Design mult_matrix_deskew, sky130hd; sources not shown.
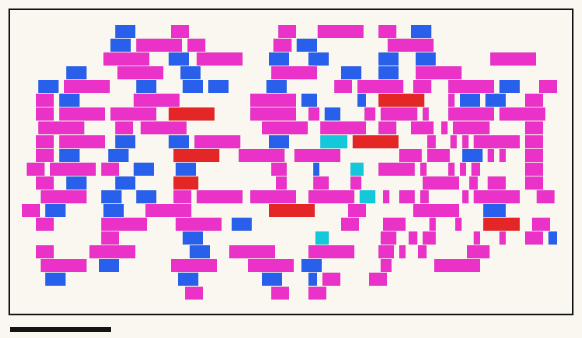
Fig. 1. Cell sizes after repair (run 1).
The bar under the picture is 20 um long.
[cyan] x3 and x4 | cells: 4 | share: 2.1%
[blue] x2 | cells: 51 | share: 27%
[red] x6 and larger | cells: 7 | share: 3.7%
[magenta] x1 and smaller | cells: 127 | share: 67%
post-route cell area: 2674 um2
area added between synthesis and finish: 27.35%
Buffers excl. clock: 42

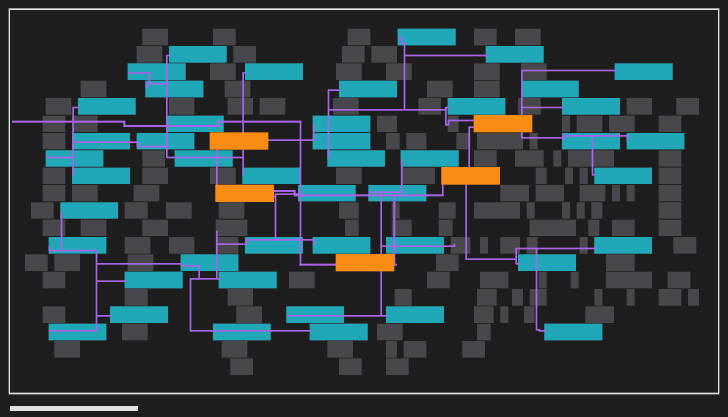
Fig. 2. Clock wires, drivers and flops (run 1).
The bar under the picture is 20 um long.
[purple] clock wires | length: 608 um
[cyan] flip-flops | count: 45
[orange] clock-net drivers | count: 5
routed clock nets: 6
clock group power: 0.537 mW
clock insertion delay at the later pin of the skew report: 280 ps

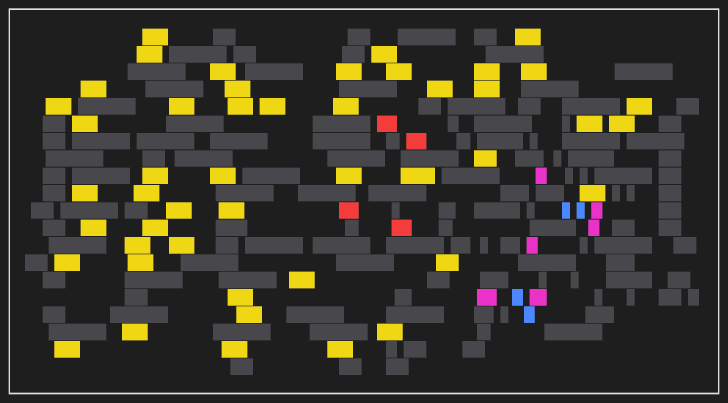
Fig. 3. Selected gate families (run 1).
[red] non-inverting ao/oa cells | cells: 4 | where: centre
[blue] nand cells | cells: 4
[magenta] aoi and oai cells | cells: 6 | where: east
[yellow] mux cells | cells: 47 | most used: mux2_2 | where: all over the die
multi-input combinational area share: 0.3107
most frequent logic cell in the layout: dfrtp_1
count of non-filler cells in the finished layout: 266

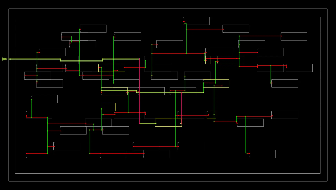
Fig. 4. The clock network (run 1).
number of buffers inserted during clock tree synthesis: 5
Clock buffer cells: 6
clock sink count: 45

==> flow_metrics.tcl, run 1 <==
# collected from the flow reports
set metrics [dict create \
    grt_pass1_vias 1348 \
    final-max-slew-violation-count 0 \
    synth.cell_area_um2 2100 \
    grt_first_pass_wirelength_mm 6.975 \
    drv_cap 0 \
    worstSetupPathType "reg2reg" \
    hold_violations 0 \
    share_comb_of_total_power 0.387 \
    kind_of_end_point_of_the_critical_path "flop" \
    synth_async_sr_flop_share 1.000 \
    flop_cell "dfrtp_1" \
    cts_setup_buffers 0 \
    layout.core_utilization 0.4626 \
    syn-instance-count 152 \
    io-pin-count 40 \
    fin_tns_setup_ps 0 \
    number_of_enable_flip_flop_cells 0 \
    maxPowerGroup "combinational logic" \
    avgSynthCellArea_um2 13.81 \
    top_cells_by_area "dfrtp_1 54%, mux2_2 24%, fa_1 3.8%, buf_4 3.2%, ha_1 3.0%" \
    fin_total_pwr_mw 2.146 \
    reg2reg_setup_slack_ps 90 \
    period_minus_slack_ps 3013 \
    route.vias.total 1232 \
    top_area_cell "dfrtp_1" \
    gpl.final_weighted_congestion 0.7634 \
    rsz_0062_raised_after_global_routing "false" \
    post_placement_cell_area_um2 2497 \
    final_antenna_net_count 0 \
    wirelength_met1_mm 2.042 \
    max-slew-margin-rel 0.5773 \
    num_rows 20 \
    worst_setup_hold_path_clk_slew_ps 60 \
    final_cell_mix "45 x dfrtp_1, 44 x mux2_2, 37 x clkdlybuf4s50_1, 13 x inv_1" \
    clock_path_buffers 2 \
    preCtsSetupSlack_ps -136.1 \
    top_layer_used "met4" \
    met3_length_um 233 \
    power_leakage_nw 1.158 \
    cts_hold_buffers 0 \
    initialDrtViolationCount 31 \
    path_buffers 1 \
    slowest_delay_ps 500 \
    worst_ep_required_time_ps 3190 \
    initCoreUtil 0.3632 \
    detail_route.first_pass.iterations 3 \
    power_density_nw_per_um2 802.5 \
    fmax_achieved_ghz 0.3319 \
    largest_reg_flops 28 \
    crit_fanout 2 \
    power.switching_mw 0.6422 \
    die-width_um 111 \
    hold_crit_class "in2async" \
    grt.overflow.total 0 \
    timing.critical_path.slowest_stage_cell "fa_1" \
    timing.critical_path.cells "mux2_4 -> ha_1 -> fa_1 -> fa_1 -> inv_1 -> ha_1 -> fa_1 -> xnor2_1 -> a21oi_1" \
    top_area_frac 0.5364 \
    startpoint_type_of_the_worst_setup_path "flop" \
    critical_path_depth 9 \
    internal_power_mw 1.503 \
    outcome "finished clean" \
    yosys_cells 152 \
    cts_max_level 2 \
    wl_per_cell_um 14.64 \
    antenna_found_initial 0 \
    worst_r2r_path_depth 9 \
    root_buffer "clkbuf_16" \
    wl_met2_mm 1.585 \
    numSynthFlops 45 \
    yosysWarnings 0 \
    path_delay_family "adder cells" \
    core-area_um2 5781 \
    synthesized_net_count 180 \
]
run 1: cell type report:
type / instances / area, um2 / area share
flip-flops and latches: 45 / 1126 / 0.4212
multi-input cells: 80 / 830.8 / 0.3107
repair buffers: 42 / 415.4 / 0.1554
clock buffers: 6 / 138.9 / 0.05194
well taps: 77 / 96.34 / 0.03603
inverters: 14 / 52.55 / 0.01965
clock inverters: 2 / 13.76 / 0.005147
run 1: cells by family after synthesis:
family,Yosys count,synth area share
simple gates,13,0.03695
flops,45,0.5364
buf+inv,27,0.06972
xor+xnor,1,0.004172
compound gates,10,0.03397
mux,47,0.2509
fa+ha+maj,9,0.06794
run 1: routing by layer:
metal  track usage  up-vias
met5             0        -
met4       0.04821        0
met3       0.04970        4
met2        0.1919       28
met1        0.1991      615
li1              -      585
## Run 2: what changed since run 1
Settings changed: CELL_PAD_IN_SITES_DETAIL_PLACEMENT 1 to 0.
==> run 2 against run 1 <==
  * Cell area rose by 0.75%
  * Sequential share of layout area decreased by 0.31 points
  * Register-to-register slack better by 50 ps
  * Routed wire length fell by 11%
  * Flip-flop count unchanged
  * Die area is the same
  * Highest routed layer unchanged
  * Hold slack worse by 0.62 ps
  * Non-clock buffer count unchanged
  * Count of clock-buffer cells in the layout fell by 1
  * Largest power group unchanged
  * Sequential power is essentially flat
==> flow_metrics.tcl, run 2 <==
# collected from the flow reports
set metrics [dict create \
    outcome "finished clean" \
    hold_violations 0 \
    hold_crit_class "in2async" \
    reg2reg_setup_slack_ps 130 \
    yosysWarnings 0 \
    compound_area_frac 0.03397 \
    power_density_nw_per_um2 810.8 \
    grtUsageMet1 0.1730 \
    worst_r2r_path_depth 9 \
    critical_path_depth 9 \
    grt_pass1_vias 1213 \
    worst_setup_hold_path_clk_slew_ps 60 \
    timing.critical_path.cells "mux2_4 -> ha_4 -> fa_1 -> fa_1 -> inv_1 -> ha_1 -> fa_1 -> xnor2_1 -> a21oi_1" \
    mux_contribution_to_synthesized_area 0.2509 \
    grt.overflow.total 0 \
    gr-max-usage-layer "met2" \
    wl_per_cell_um 13.08 \
    grt_first_pass_wirelength_mm 6.085 \
    clock_path_buffers 2 \
    syn-instance-count 152 \
    yosys_cells 152 \
    yosys.area_share.xor_xnor 0.004172 \
    period_minus_slack_ps 2966 \
    met2_routing_resource_usage_after_global_routing 0.1735 \
    antenna_found_initial 0 \
    power_leakage_nw 1.161 \
    core-area_um2 5781 \
    slowest_delay_ps 490 \
    initCoreUtil 0.3632 \
    die-width_um 111 \
    synthesized_net_count 180 \
    path_delay_family "adder cells" \
    final-max-slew-violation-count 0 \
    timing.critical_path.slowest_stage_cell "fa_1" \
    kind_of_end_point_of_the_critical_path "flop" \
    worstSetupPathType "reg2reg" \
    flop_cell "dfrtp_1" \
    synth-adder-area-share 0.06794 \
    root_buffer "clkbuf_16" \
    final_cell_mix "45 x dfrtp_1, 44 x mux2_2, 37 x clkdlybuf4s50_1, 13 x inv_1" \
    avgSynthCellArea_um2 13.81 \
    clock.latency.late_pin_ps 270 \
    route.vias.total 1211 \
    initialDrtViolationCount 28 \
    top_area_cell "dfrtp_1" \
    synth_async_sr_flop_share 1.000 \
    internal_power_mw 1.563 \
    synth.cell_area_um2 2100 \
    io-pin-count 40 \
    layout_top_cell "dfrtp_1" \
    ys_top_logic_family "multiplexers" \
    path_buffers 1 \
    grtUsageMet3 0.04361 \
    num_rows 20 \
    wirelength_met1_mm 1.861 \
    clock_sinks 45 \
    top_area_frac 0.5364 \
    gpl.final_weighted_congestion 0.7634 \
    cts_made_buffers 5 \
    drv_cap 0 \
    worst_ep_required_time_ps 3180 \
]
run 2: cell counts after synthesis:
No cell type changed its count.
run 2: power by group through the flow:
stage	Clock [mW]	Combinational [mW]	Sequential, mW
after floorplan	0	0.528	0.767
after global placement	0	0.815	0.783
after detailed placement	0	0.830	0.786
after CTS	0.591	0.835	0.778
after global routing	0.617	0.940	0.797
final	0.569	0.836	0.778
run 2: area by class of cell:
class | count | area, um2
fillers | 543 | 3087
flip-flops and latches | 45 | 1126
multi-input cells | 80 | 843.3
repair buffers | 42 | 415.4
clock buffers | 5 | 125.1
well taps | 77 | 96.34
inverters | 14 | 52.55
clock inverters | 2 | 35.03
run 2: repair_timing:
action | in CTS | in global routing
hold buffers | 0 | 0
gates resized | 0 | 2
setup buffers | 0 | 0
hold endpoints to repair | 0 | 0
endpoints found under the setup margin | 0 | 1
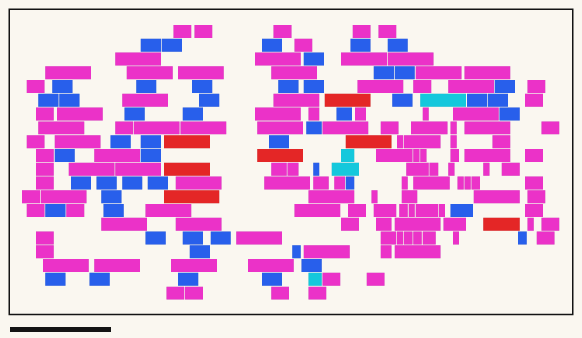
Fig. 5. Cell sizes after repair (run 2).
The bar under the picture is 20 um long.
[magenta] x1 and smaller | cells: 126 | share: 67%
[blue] x2 | cells: 51 | share: 27%
[red] x6 and larger | cells: 7 | share: 3.7%
[cyan] x3 and x4 | cells: 4 | share: 2.1%
area added between synthesis and finish: 28.31%
final worst slack: 133.6 ps
post-route cell area: 2694 um2

No activity file was given, so power comes from the tool's default toggle rates.
